===== config.mk =====
export PLATFORM = sky130hd
export DESIGN_NAME = tree_cmd_scheduler_flat
export DESIGN_NICKNAME = d
export VERILOG_FILES = /design/src/rtl/tree_cmd_scheduler_if.sv /design/src/rtl/tree_cmd_scheduler.sv /design/src/flat_wrapper.sv
export SDC_FILE = /design/constraint.sdc
export NUM_CORES = 1
export LEC_CHECK = 0
export ABC_AREA = 1
export CELL_PAD_IN_SITES_DETAIL_PLACEMENT = 0
export CELL_PAD_IN_SITES_GLOBAL_PLACEMENT = 2
export CORE_MARGIN = 2
export CORE_UTILIZATION = 23
export DETAILED_ROUTE_END_ITERATION = 6
export PLACE_DENSITY_LB_ADDON = 0.1
export SLEW_MARGIN = 20
export SYNTH_ARGS = -nofsm -noshare
export SYNTH_HDL_FRONTEND = slang
export SYNTH_SLANG_ARGS = --single-unit

===== constraint.sdc =====
create_clock -name CLK -period 1.8 [get_ports CLK]
set_input_delay 0.18 -clock CLK [delete_from_list [all_inputs] [get_ports CLK]]
set_output_delay 0.18 -clock CLK [all_outputs]
set_load 0.02 [all_outputs]

===== src/rtl/tree_cmd_scheduler_if.sv =====
// rtl/tree_cmd_scheduler_if.sv - requester, response and tree-command bundle for tree_cmd_scheduler
interface tree_cmd_scheduler_if #(
  parameter int NUM_REQ    = 2,
  parameter int DATA_WIDTH = 16,
  parameter int QUEUE_SIZE = 7
);
  localparam int ID_W  = (NUM_REQ > 1) ? $clog2(NUM_REQ) : 1;
  localparam int CNT_W = $clog2(QUEUE_SIZE + 1);

  logic [NUM_REQ-1:0]            req_valid;
  logic [2*NUM_REQ-1:0]          req_op;
  logic [DATA_WIDTH*NUM_REQ-1:0] req_data;
  logic [NUM_REQ-1:0]            req_ready;
  logic                          rsp_valid;
  logic                          rsp_ready;
  logic [ID_W-1:0]               rsp_id;
  logic [DATA_WIDTH-1:0]         rsp_data;
  logic                          rsp_err;
  logic                          tq_wrt;
  logic                          tq_read;
  logic [DATA_WIDTH-1:0]         tq_data;
  logic [DATA_WIDTH-1:0]         tq_root;
  logic [CNT_W-1:0]              count;

  // Requesters plus the heap tree: drive requests, accept responses, supply the root.
  modport master (
    output req_valid, req_op, req_data, rsp_ready, tq_root,
    input  req_ready, rsp_valid, rsp_id, rsp_data, rsp_err, tq_wrt, tq_read, tq_data, count
  );

  // Scheduler side.
  modport slave (
    input  req_valid, req_op, req_data, rsp_ready, tq_root,
    output req_ready, rsp_valid, rsp_id, rsp_data, rsp_err, tq_wrt, tq_read, tq_data, count
  );
endinterface


===== src/rtl/tree_cmd_scheduler.sv =====
// rtl/tree_cmd_scheduler.sv - round-robin command scheduler in front of the pipelined BRAM heap tree
module tree_cmd_scheduler #(
  parameter int NUM_REQ    = 2,
  parameter int DATA_WIDTH = 16,
  parameter int QUEUE_SIZE = 7,
  parameter int ISSUE_GAP  = 4
) (
  input logic               CLK,
  input logic               RSTn,
  tree_cmd_scheduler_if.slave bus
);
  localparam int ID_W  = (NUM_REQ > 1) ? $clog2(NUM_REQ) : 1;
  localparam int CNT_W = $clog2(QUEUE_SIZE + 1);
  localparam int GAP_W = $clog2(ISSUE_GAP + 1);

  localparam logic [1:0] OP_PUSH = 2'b01;
  localparam logic [1:0] OP_POP  = 2'b10;

  typedef enum logic [2:0] {
    S_IDLE, S_GRANT, S_ISSUE, S_REJECT, S_RESP, S_GAP
  } state_t;

  state_t                state;
  logic [ID_W-1:0]       rr_ptr;
  logic [ID_W-1:0]       winner;
  logic [GAP_W-1:0]      gap_cnt;
  logic [ID_W-1:0]       pick;
  logic                  found;
  logic [1:0]            sel_op;
  logic [DATA_WIDTH-1:0] sel_data;
  logic                  sel_valid;
  logic                  illegal;

  // Round-robin search: first valid requester at or after rr_ptr, wrapping.
  always_comb begin
    pick  = '0;
    found = 1'b0;
    for (int i = 0; i < NUM_REQ; i++) begin
      if (!found && bus.req_valid[(int'(rr_ptr) + i) % NUM_REQ]) begin
        found = 1'b1;
        pick  = ID_W'((int'(rr_ptr) + i) % NUM_REQ);
      end
    end
  end

  // Mux out the granted requester's op/key and decide legality against current occupancy.
  always_comb begin
    sel_op    = '0;
    sel_data  = '0;
    sel_valid = 1'b0;
    for (int i = 0; i < NUM_REQ; i++) begin
      if (winner == ID_W'(i)) begin
        sel_op    = bus.req_op[2*i +: 2];
        sel_data  = bus.req_data[DATA_WIDTH*i +: DATA_WIDTH];
        sel_valid = bus.req_valid[i];
      end
    end
    illegal = (sel_op == 2'b00) ||
              (sel_op == OP_POP  && bus.count == '0) ||
              (sel_op == OP_PUSH && bus.count == CNT_W'(QUEUE_SIZE));
  end

  // Main FSM: all outputs registered; tq_* default low so every tree command is a one-cycle pulse.
  always_ff @(posedge CLK or negedge RSTn) begin
    if (!RSTn) begin
      state         <= S_IDLE;
      rr_ptr        <= '0;
      winner        <= '0;
      gap_cnt       <= '0;
      bus.req_ready <= '0;
      bus.rsp_valid <= 1'b0;
      bus.rsp_id    <= '0;
      bus.rsp_data  <= '0;
      bus.rsp_err   <= 1'b0;
      bus.tq_wrt    <= 1'b0;
      bus.tq_read   <= 1'b0;
      bus.tq_data   <= '0;
      bus.count     <= '0;
    end else begin
      bus.tq_wrt  <= 1'b0;
      bus.tq_read <= 1'b0;
      bus.tq_data <= '0;
      case (state)
        S_IDLE: begin
          if (found) begin
            winner        <= pick;
            bus.req_ready <= NUM_REQ'(1) << pick;
            state         <= S_GRANT;
          end
        end
        S_GRANT: begin
          bus.req_ready <= '0;
          rr_ptr        <= ID_W'((int'(winner) + 1) % NUM_REQ);
          if (!sel_valid) begin
            state <= S_IDLE;
          end else if (illegal) begin
            state <= S_REJECT;
          end else begin
            bus.tq_wrt  <= sel_op[0];
            bus.tq_read <= sel_op[1];
            bus.tq_data <= sel_data;
            state       <= S_ISSUE;
          end
        end
        S_ISSUE: begin
          // Root seen this cycle is the value before the tree applies the command.
          bus.rsp_data  <= bus.tq_read ? bus.tq_root : '0;
          bus.rsp_err   <= 1'b0;
          bus.rsp_id    <= winner;
          bus.rsp_valid <= 1'b1;
          gap_cnt       <= GAP_W'(ISSUE_GAP);
          if (bus.tq_wrt && !bus.tq_read)
            bus.count <= bus.count + CNT_W'(1);
          else if (!bus.tq_wrt && bus.tq_read)
            bus.count <= bus.count - CNT_W'(1);
          else if (bus.count == '0 && bus.tq_data != '0)
            bus.count <= CNT_W'(1);
          state <= S_RESP;
        end
        S_REJECT: begin
          bus.rsp_data  <= '0;
          bus.rsp_err   <= 1'b1;
          bus.rsp_id    <= winner;
          bus.rsp_valid <= 1'b1;
          state         <= S_RESP;
        end
        S_RESP: begin
          // Spacing counter keeps running while the response waits.
          if (gap_cnt != '0) gap_cnt <= gap_cnt - GAP_W'(1);
          if (bus.rsp_ready) begin
            bus.rsp_valid <= 1'b0;
            state         <= (gap_cnt <= GAP_W'(1)) ? S_IDLE : S_GAP;
          end
        end
        S_GAP: begin
          if (gap_cnt != '0) gap_cnt <= gap_cnt - GAP_W'(1);
          if (gap_cnt <= GAP_W'(1)) state <= S_IDLE;
        end
        default: state <= S_IDLE;
      endcase
    end
  end
endmodule


===== src/flat_wrapper.sv =====
// flat-port wrapper written by rule: the top's interface ports become plain ports
module tree_cmd_scheduler_flat 
#(
  parameter int NUM_REQ    = 2,
  parameter int DATA_WIDTH = 16,
  parameter int QUEUE_SIZE = 7,
  parameter int ISSUE_GAP  = 4
)
  (CLK, RSTn, bus_req_valid, bus_req_op, bus_req_data, bus_rsp_ready, bus_tq_root, bus_req_ready, bus_rsp_valid, bus_rsp_id, bus_rsp_data, bus_rsp_err, bus_tq_wrt, bus_tq_read, bus_tq_data, bus_count);
  tree_cmd_scheduler_if #(.NUM_REQ(NUM_REQ), .DATA_WIDTH(DATA_WIDTH), .QUEUE_SIZE(QUEUE_SIZE)) bus_i ();
  input logic CLK;
  input logic RSTn;
  input wire logic [$bits(bus_i.req_valid)-1:0] bus_req_valid;
  input wire logic [$bits(bus_i.req_op)-1:0] bus_req_op;
  input wire logic [$bits(bus_i.req_data)-1:0] bus_req_data;
  input wire logic [$bits(bus_i.rsp_ready)-1:0] bus_rsp_ready;
  input wire logic [$bits(bus_i.tq_root)-1:0] bus_tq_root;
  output wire logic [$bits(bus_i.req_ready)-1:0] bus_req_ready;
  output wire logic [$bits(bus_i.rsp_valid)-1:0] bus_rsp_valid;
  output wire logic [$bits(bus_i.rsp_id)-1:0] bus_rsp_id;
  output wire logic [$bits(bus_i.rsp_data)-1:0] bus_rsp_data;
  output wire logic [$bits(bus_i.rsp_err)-1:0] bus_rsp_err;
  output wire logic [$bits(bus_i.tq_wrt)-1:0] bus_tq_wrt;
  output wire logic [$bits(bus_i.tq_read)-1:0] bus_tq_read;
  output wire logic [$bits(bus_i.tq_data)-1:0] bus_tq_data;
  output wire logic [$bits(bus_i.count)-1:0] bus_count;
  assign bus_i.req_valid = bus_req_valid;
  assign bus_i.req_op = bus_req_op;
  assign bus_i.req_data = bus_req_data;
  assign bus_i.rsp_ready = bus_rsp_ready;
  assign bus_i.tq_root = bus_tq_root;
  assign bus_req_ready = bus_i.req_ready;
  assign bus_rsp_valid = bus_i.rsp_valid;
  assign bus_rsp_id = bus_i.rsp_id;
  assign bus_rsp_data = bus_i.rsp_data;
  assign bus_rsp_err = bus_i.rsp_err;
  assign bus_tq_wrt = bus_i.tq_wrt;
  assign bus_tq_read = bus_i.tq_read;
  assign bus_tq_data = bus_i.tq_data;
  assign bus_count = bus_i.count;
  tree_cmd_scheduler #(.NUM_REQ(NUM_REQ), .DATA_WIDTH(DATA_WIDTH), .QUEUE_SIZE(QUEUE_SIZE), .ISSUE_GAP(ISSUE_GAP)) u_core (.CLK(CLK), .RSTn(RSTn), .bus(bus_i));
endmodule

==> Implementation_results.wiki, run 1 <==
=== Synthesis and place and route ===
{| class="wikitable"
! Metric !! Value
|-
| Post-synthesis instance total || around 290
|-
| Biggest registers after layout || u_core.bus.rsp_data: 16 flops, u_core.bus.tq_data: 16 flops
|-
| First-pass DRT Iterations || 4
|-
| Power share of the combinational group || roughly 48%
|-
| Tally of buffers added on design ports || roughly 98
|-
| Post-synth top area cell || sky130_fd_sc_hd__dfrtp_1
|-
| Capturing instance or port of the critical path || bus_count[2]
|-
| Postcts setup bufs || 0
|-
| Top cells, area || sky130_fd_sc_hd__dfrtp_1, sky130_fd_sc_hd__nand2_1, sky130_fd_sc_hd__nand3_1, sky130_fd_sc_hd__nor2_1, sky130_fd_sc_hd__a21oi_2
|-
| Cell class contributing the biggest share of worst-path delay || buffers and inverters
|-
| Number of antenna violations at the first check in global routing || 0
|-
| Fin. max-slew vios || 0
|-
| Skew final || ~0.0086 ns
|-
| Chip Footprint || around 0.011 sq mm
|-
| Number of enable-type register cells in the synthesized netlist || 0
|-
| Reg clk slew, reported paths || around 0.1 ns
|-
| Latency at later pin || approximately 0.30 ns
|-
| Post-route DRC violation count || 0
|-
| I/O Pins || roughly 99
|-
| Remaining number of nets flagged by the antenna check after routing || 0
|-
| Flop2flop setup slack || approximately 0.26 ns
|-
| Clock group total power || ~790 uW
|-
| Cell depth of the worst setup path || 1
|-
| Result of the run || finished clean
|-
| Drt total wl || ~6400 um
|-
| Arrival time worst endpoint || 1.38 ns
|-
| Average size of a mapped cell || between 8 and 9 sq um
|-
| Cell with the most instances after synthesis || sky130_fd_sc_hd__nand2_1
|-
| Number of global-route vias before repair || around 2300
|-
| Yosys warning count || 0
|-
| Origin of the critical flop-to-flop path || u_core.bus.count[0]$_DFFE_PN0P_
|-
| Shortest period the worst path allows || 1.56 ns
|-
| Clock sink count || ~50
|-
| Met3 Resource Use GR || 4.60%
|-
| Max-cap violation count || 0
|-
| Min setup slack post-route || 0.240 ns
|-
| Share of flip-flops with an asynchronous set or reset after synthesis || 100%
|-
| Share of the synthesized area in the top cell type || between 50% and 60%
|-
| Met2 Wirelength || 3040 um
|-
| Layout net count || roughly 460
|-
| First-pass GRT wire length || around 11000 um
|-
| Clock buffers created by TritonCTS || 5
|-
| Sequential element share of the synthesized area || 51.9%
|-
| Final setup fails || 0
|-
| Part of the power in the clock network || ~17%
|-
| Worst setup timing slack at the placement stage || ~0.24 ns
|-
| Worst hold-check path type || input pin to asynchronous set/reset pin
|-
| Group with the largest share of power || combinational cells
|-
| Last weighted congestion value of the routability-driven placer || about 0.74
|-
| Kind of capture point of the worst setup path || output pin
|-
| Aggregate global routing overflow || 0
|-
| Die outline height || ~110 um
|-
| Sequential logic power || 1.62 mW
|-
| Core box area || 0.0102 sq mm
|-
| Via density per instance || just over 4
|-
| Worst setup path class || flip-flop to output pin
|-
| Maximum single-stage delay on the critical path || 0.64 ns
|-
| Worst slew margin relative to its limit || roughly three quarters
|-
| Slowest library cell on the worst path || sky130_fd_sc_hd__clkdlybuf4s50_1
|-
| Pin slew with the least headroom to its limit || ~0.37 ns
|-
| Share of layout cells above drive strength 1 || between 8 and 9%
|-
| Synthesis-to-finish area growth || 52.0%
|-
| Unrepaired setup endpoints after global routing || no
|-
| Worst R2R Path Depth || 9
|-
| Detailed Route Iter0 Violations || about 99
|-
| Worst vdd rail ir drop || 425 uV
|-
| Fraction of power spent switching nets || about 41%
|-
| Number of hold-slack violations in the final timing report || 0
|-
| Tool Warnings || 30
|-
| Net load switching power || 1.93 mW
|-
| Internal Pwr Total || 2.74 mW
|-
| Most numerous cell types in the synthesized netlist || sky130_fd_sc_hd__nand2_1, sky130_fd_sc_hd__dfrtp_1, sky130_fd_sc_hd__nor2_1
|-
| Deepest clock path buffer count || 2
|}
## run 1: cell families after synthesis
family / count (synthesis) / synth area share, %
adders and majority gates: 7 / 3.63
and+or+nand+nor: 173 / 29.8
muxes: 1 / 0.467
buffers and inverters: 34 / 6.49
AOI/OAI and AO/OA: 29 / 7.68
DFF: 50 / 51.9
## run 1: cell type report
type,count,area [sq um]
Fill cell,1092,6570
Sequential cell,50,1250
Timing Repair Buffer,106,1040
Multi-Input combinational cell,210,1000
Tap cell,136,170
Inverter,24,90.1
Clock buffer,6,72.6
Clock inverter,2,37.5
## run 1: through the flow
stage          instances  total power [mW]  instance area, sq um
5_1_grt              534              5.16                  3660
3_5_place_dp         525              3.96                  3540
3_3_place_gp         525              3.98                  3540
2_1_floorplan        294              3.08                  2410
4_1_cts              534              4.79                  3660
6_report             534              4.67                  3660
Figure 1. Pin map (run 1).
Pins as bars across the die edge, other pins in grey.
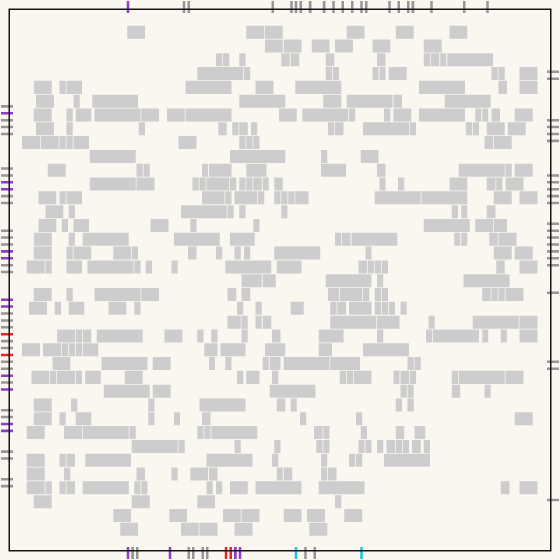
Purple shows bus_tq_data, pins 16, direction output, edge 11 west, 4 south, 1 north. Red shows bus_req_op, pins 4, direction input, edge 2 south, 2 west. Cyan shows bus_req_ready, pins 2, direction output, edge south.
All pins by edge: 40 west, 22 east, 21 north, 16 south.

Figure 2. Cell placement (run 1).
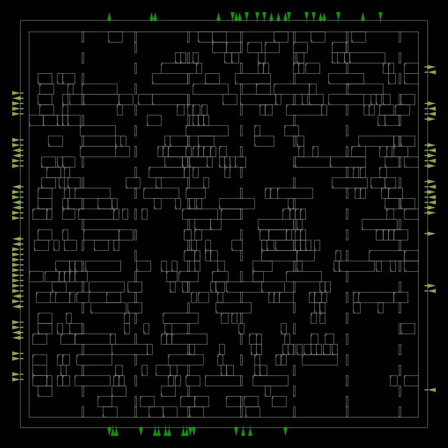
non-filler instance count after layout: 534
registers: 50
sequential share of cell area: 34.2%
Layout Utilization: 35.8%
Std-Cell Rows: 37

Figure 3. Cell area per tile (run 1).
The die is cut into 11 by 11 equal tiles; white is low, dark blue is high, 0 to 100% covered.
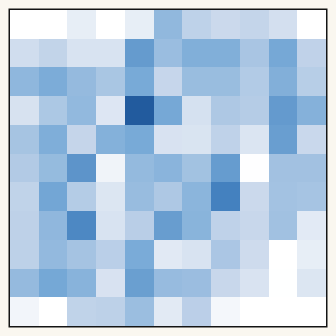
The emptiest ninth of the die: south-east. The fullest tile reaches 83%. 0.80% of the tiles are over 75% full. 9.1% of the tiles are nearly empty. The mean over all tiles is 31%.

Figure 4. Clock distribution (run 1).
Bar = 20 um.
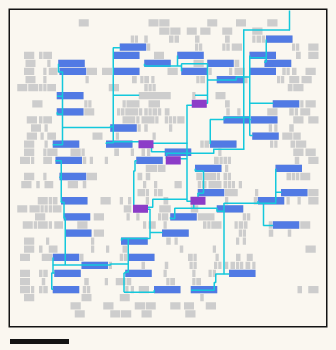
Cyan shows clock wires, length 700 um. Blue shows flip-flops, count 50. Purple shows clock drivers, count 5.
There are 6 routed clock nets. Position of the flops: spread over the die.

==> run 1 -> run 2 <==
Settings changed: CAP_MARGIN from default to 20.
Figure 5. Cell area per tile (run 2).
The die is cut into 11 by 11 equal tiles; white is low, dark blue is high, 0 to 100% covered.
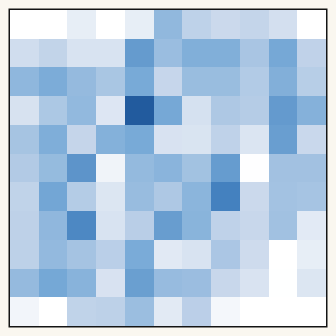
The mean over all tiles is 31%. The fullest tile reaches 83%. The emptiest ninth of the die: south-east. 9.1% of the tiles are nearly empty.

Figure 6. Cell placement (run 2).
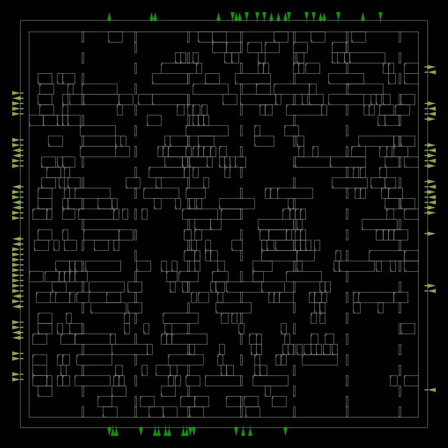
core box area: 0.0102 sq mm
n_taps: 136

==> run 2 against run 1 <==
  * Total power unchanged
  * Register-to-register slack about the same
  * Largest cell class unchanged
  * Highest routed layer unchanged
  * Sequential cell count unchanged
  * Combinational power about the same
  * Global-route usage unchanged
==> Implementation_results.wiki, run 2 <==
=== Synthesis and place and route ===
{| class="wikitable"
! Metric !! Value
|-
| Result of the run || finished clean
|-
| Arrival time worst endpoint || 1.38 ns
|-
| Combinational cell power || 2.26 mW
|-
| Root cell of the clock tree || sky130_fd_sc_hd__clkbuf_8
|-
| Final setup fails || 0
|-
| Minimum hold slack || roughly 0.28 ns
|-
| Register share of total power || between 30% and 40%
|-
| Sequential element share of the synthesized area || 51.9%
|-
| Cell depth of the worst setup path || 1
|-
| Clock sink count || 50
|-
| XOR Share, Synth || 0%
|-
| Sequential share of cell area || 34.2%
|-
| Clock buffers created by TritonCTS || 5
|-
| Post-route DRC violation count || 0
|-
| Unrepaired setup endpoints after global routing || no
|-
| Power share of the combinational group || a little under 50%
|-
| Maximum single-stage delay on the critical path || between 0.6 and 0.7 ns
|-
| Adder Share, Synth || 3.63%
|-
| Multi-input logic area || 0.00100 sq mm
|-
| Latency at later pin || roughly 0.30 ns
|-
| Syn nets || roughly 360
|-
| Number of global-route vias before repair || roughly 2300
|-
| First-pass GRT wire length || ~11000 um
|-
| Number of inserted filler cells in the final layout || 1092
|-
| Dpl hpwl || roughly 4900 um
|-
| Biggest registers after layout || u_core.bus.rsp_data: 16 flops, u_core.bus.tq_data: 16 flops
|-
| Share of layout cells above drive strength 1 || between 8 and 9%
|-
| Chip Area, Yosys || 0.00241 sq mm
|-
| ClkCell Share || approximately 3.0%
|-
| Part of the power in the clock network || ~17%
|-
| Max-cap violation count || 0
|-
| Origin of the critical flop-to-flop path || u_core.bus.count[0]$_DFFE_PN0P_
|-
| #FFs+latches synth || about 50
|-
| Layout Utilization || 35.8%
|-
| Drt total wl || ~6400 um
|-
| Average size of a mapped cell || between 8 and 9 sq um
|-
| GR Util All Layers || about an eighth
|-
| Cell class contributing the biggest share of worst-path delay || buffers and inverters
|-
| Number of distinct standard cells referenced by the synthesized netlist || 25
|-
| Synthesis-to-finish area growth || 52.0%
|-
| Cells along the critical path || clkdlybuf4s50_1
|-
| Setup crit start || u_core.bus.count[2]$_DFFE_PN0P_
|-
| Flop2flop setup slack || approximately 0.26 ns
|-
| Worst setup path class || flip-flop to output pin
|-
| Crit path launch type || flip-flop
|-
| Fin area || between 0.003 and 0.004 sq mm
|-
| Kind of capture point of the worst setup path || output pin
|-
| Top logic family || simple AND/OR/NAND/NOR gates
|-
| Detailed Route Iter0 Violations || approximately 100
|-
| Total power per unit cell area || 1280 mW/mm^2
|-
| Count of multi-input combinational gates || between 200 and 250
|-
| Post-synthesis instance total || 294
|-
| Worst hold-check path type || input pin to asynchronous set/reset pin
|-
| Basic-gate share of the synthesized area counting and, or, nand and nor cells || approximately 30%
|-
| Number of placed cells counting well taps || between 500 and 600
|-
| Worst vdd rail ir drop || approximately 430 uV
|-
| Number of hold-slack violations in the final timing report || 0
|-
| Tcrit/Tclk final || about 87%
|-
| Fraction of the mapped netlist area in compound gates || roughly 7.7%
|-
| Fin. max-slew vios || 0
|-
| Registers || approximately 50
|-
| Sequential logic power || between 1.5 and 2 mW
|-
| I/O Pins || roughly 99
|-
| First-pass DRT Iterations || 4
|-
| Std-Cell Rows || 37
|-
| Aggregate global routing overflow || 0
|-
| Pin slew with the least headroom to its limit || ~0.37 ns
|-
| Layout non-clock buf frac || between 20% and 30%
|-
| Total power || between 4 and 5 mW
|-
| Number of enable-type register cells in the synthesized netlist || 0
|-
| Clock tree from TritonCTS || built
|-
| Primary flip-flop cell chosen by synthesis mapping || sky130_fd_sc_hd__dfrtp_1
|-
| Net load switching power || between 1.5 and 2 mW
|-
| Chip Footprint || between 0.01 and 0.015 sq mm
|-
| Logic share of the area || 27.4%
|-
| Most numerous cell types in the synthesized netlist || sky130_fd_sc_hd__nand2_1, sky130_fd_sc_hd__dfrtp_1, sky130_fd_sc_hd__nor2_1
|-
| Final-layout clock buffer total || 6
|-
| Share of flip-flops with an asynchronous set or reset after synthesis || 100%
|-
| Share of the synthesized area in the top cell type || about half
|-
| Worst slew margin relative to its limit || approximately three quarters
|-
| Slowest library cell on the worst path || sky130_fd_sc_hd__clkdlybuf4s50_1
|-
| Data required, critical path || about 1.6 ns
|-
| Largest net degree at the start of global routing || 26
|-
| Reg clk slew, reported paths || about 0.1 ns
|-
| Non-filler instance count after layout || between 500 and 600
|-
| Fraction of power spent switching nets || approximately two fifths
|-
| Post-synth top area cell || sky130_fd_sc_hd__dfrtp_1
|-
| Worst R2R Path Depth || 9
|-
| Tally of buffers added on design ports || between 90 and 100
|-
| Mux area share || 0.467%
|-
| Tool Warnings || 30
|-
| Layout net count || 461
|-
| Register area || 0.00125 sq mm
|-
| Group with the largest share of power || combinational cells
|-
| Skew final || roughly 0.0086 ns
|-
| R2r endpoint || u_core.bus.tq_data[2]$_DFF_PN0_
|-
| Worst setup timing slack at the placement stage || roughly 0.24 ns
|-
| Yosys warning count || 0
|-
| Via density per instance || about 4.0
|-
| Sum Neg Setup Slack || 0 ns
|-
| Top cells, area || sky130_fd_sc_hd__dfrtp_1, sky130_fd_sc_hd__nand2_1, sky130_fd_sc_hd__nand3_1, sky130_fd_sc_hd__nor2_1, sky130_fd_sc_hd__a21oi_2
|-
| Layout inverter count without the clock tree || 24
|-
| Min setup slack post-route || about 0.24 ns
|-
| Internal Pwr Total || 2.74 mW
|-
| Number of non-clock buffers in the layout || approximately 110
|-
| Largest driver fanout on the critical path || 6
|-
| Shortest period the worst path allows || around 1.6 ns
|-
| Number of antenna violations at the first check in global routing || 0
|-
| Capturing instance or port of the critical path || bus_count[2]
|-
| Cell with the most instances after synthesis || sky130_fd_sc_hd__nand2_1
|-
| Deepest clock path buffer count || 2
|-
| Clock group total power || just under 800 uW
|-
| Remaining number of nets flagged by the antenna check after routing || 0
|-
| Top cell category || sequential cells
|-
| Area after detailed placement || 0.00354 sq mm
|-
| Post-synthesis instance area || approximately 0.0024 sq mm
|-
| Last weighted congestion value of the routability-driven placer || around 0.74
|}
Figure 7. Pin map (run 2).
Pins as bars across the die edge, other pins in grey.
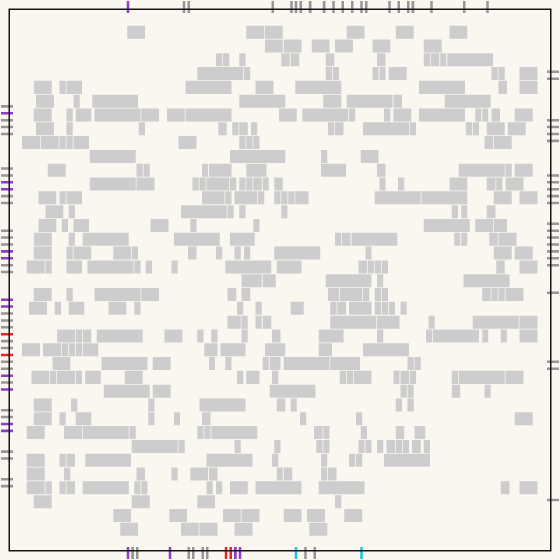
Die X: 106 um
die outline height: 106 um

run 2: cell counts after synthesis:
No cell type changed its count.
run 2: kinds of logic (layout without fill, tap and decap cells):
group | count (synthesis) | in the layout
flip-flops | 50 | 50
AND/OR/NAND/NOR | 173 | 173
multiplexers | 1 | 1
AND-OR/OR-AND | 29 | 29
buffers and inverters | 34 | 138
adder cells (fa/ha/maj) | 7 | 7
run 2: what timing repair did:
item | CTS | global route
setup buffers | 0 | 0
endpoints found under the hold margin | 9 | 0
gates resized | 0 | 0
hold buffers | 1 | 0
run 2: metal layers:
metal  up-vias  GRT usage [%]  wire length [um]
met4         0           3.20                40
met5         -              0                 0
met3         2           4.60               569
li1       1132              -                 -
met1       956           14.2              2740
met2        68           21.1              3040
Power and IR drop assume default switching activity.
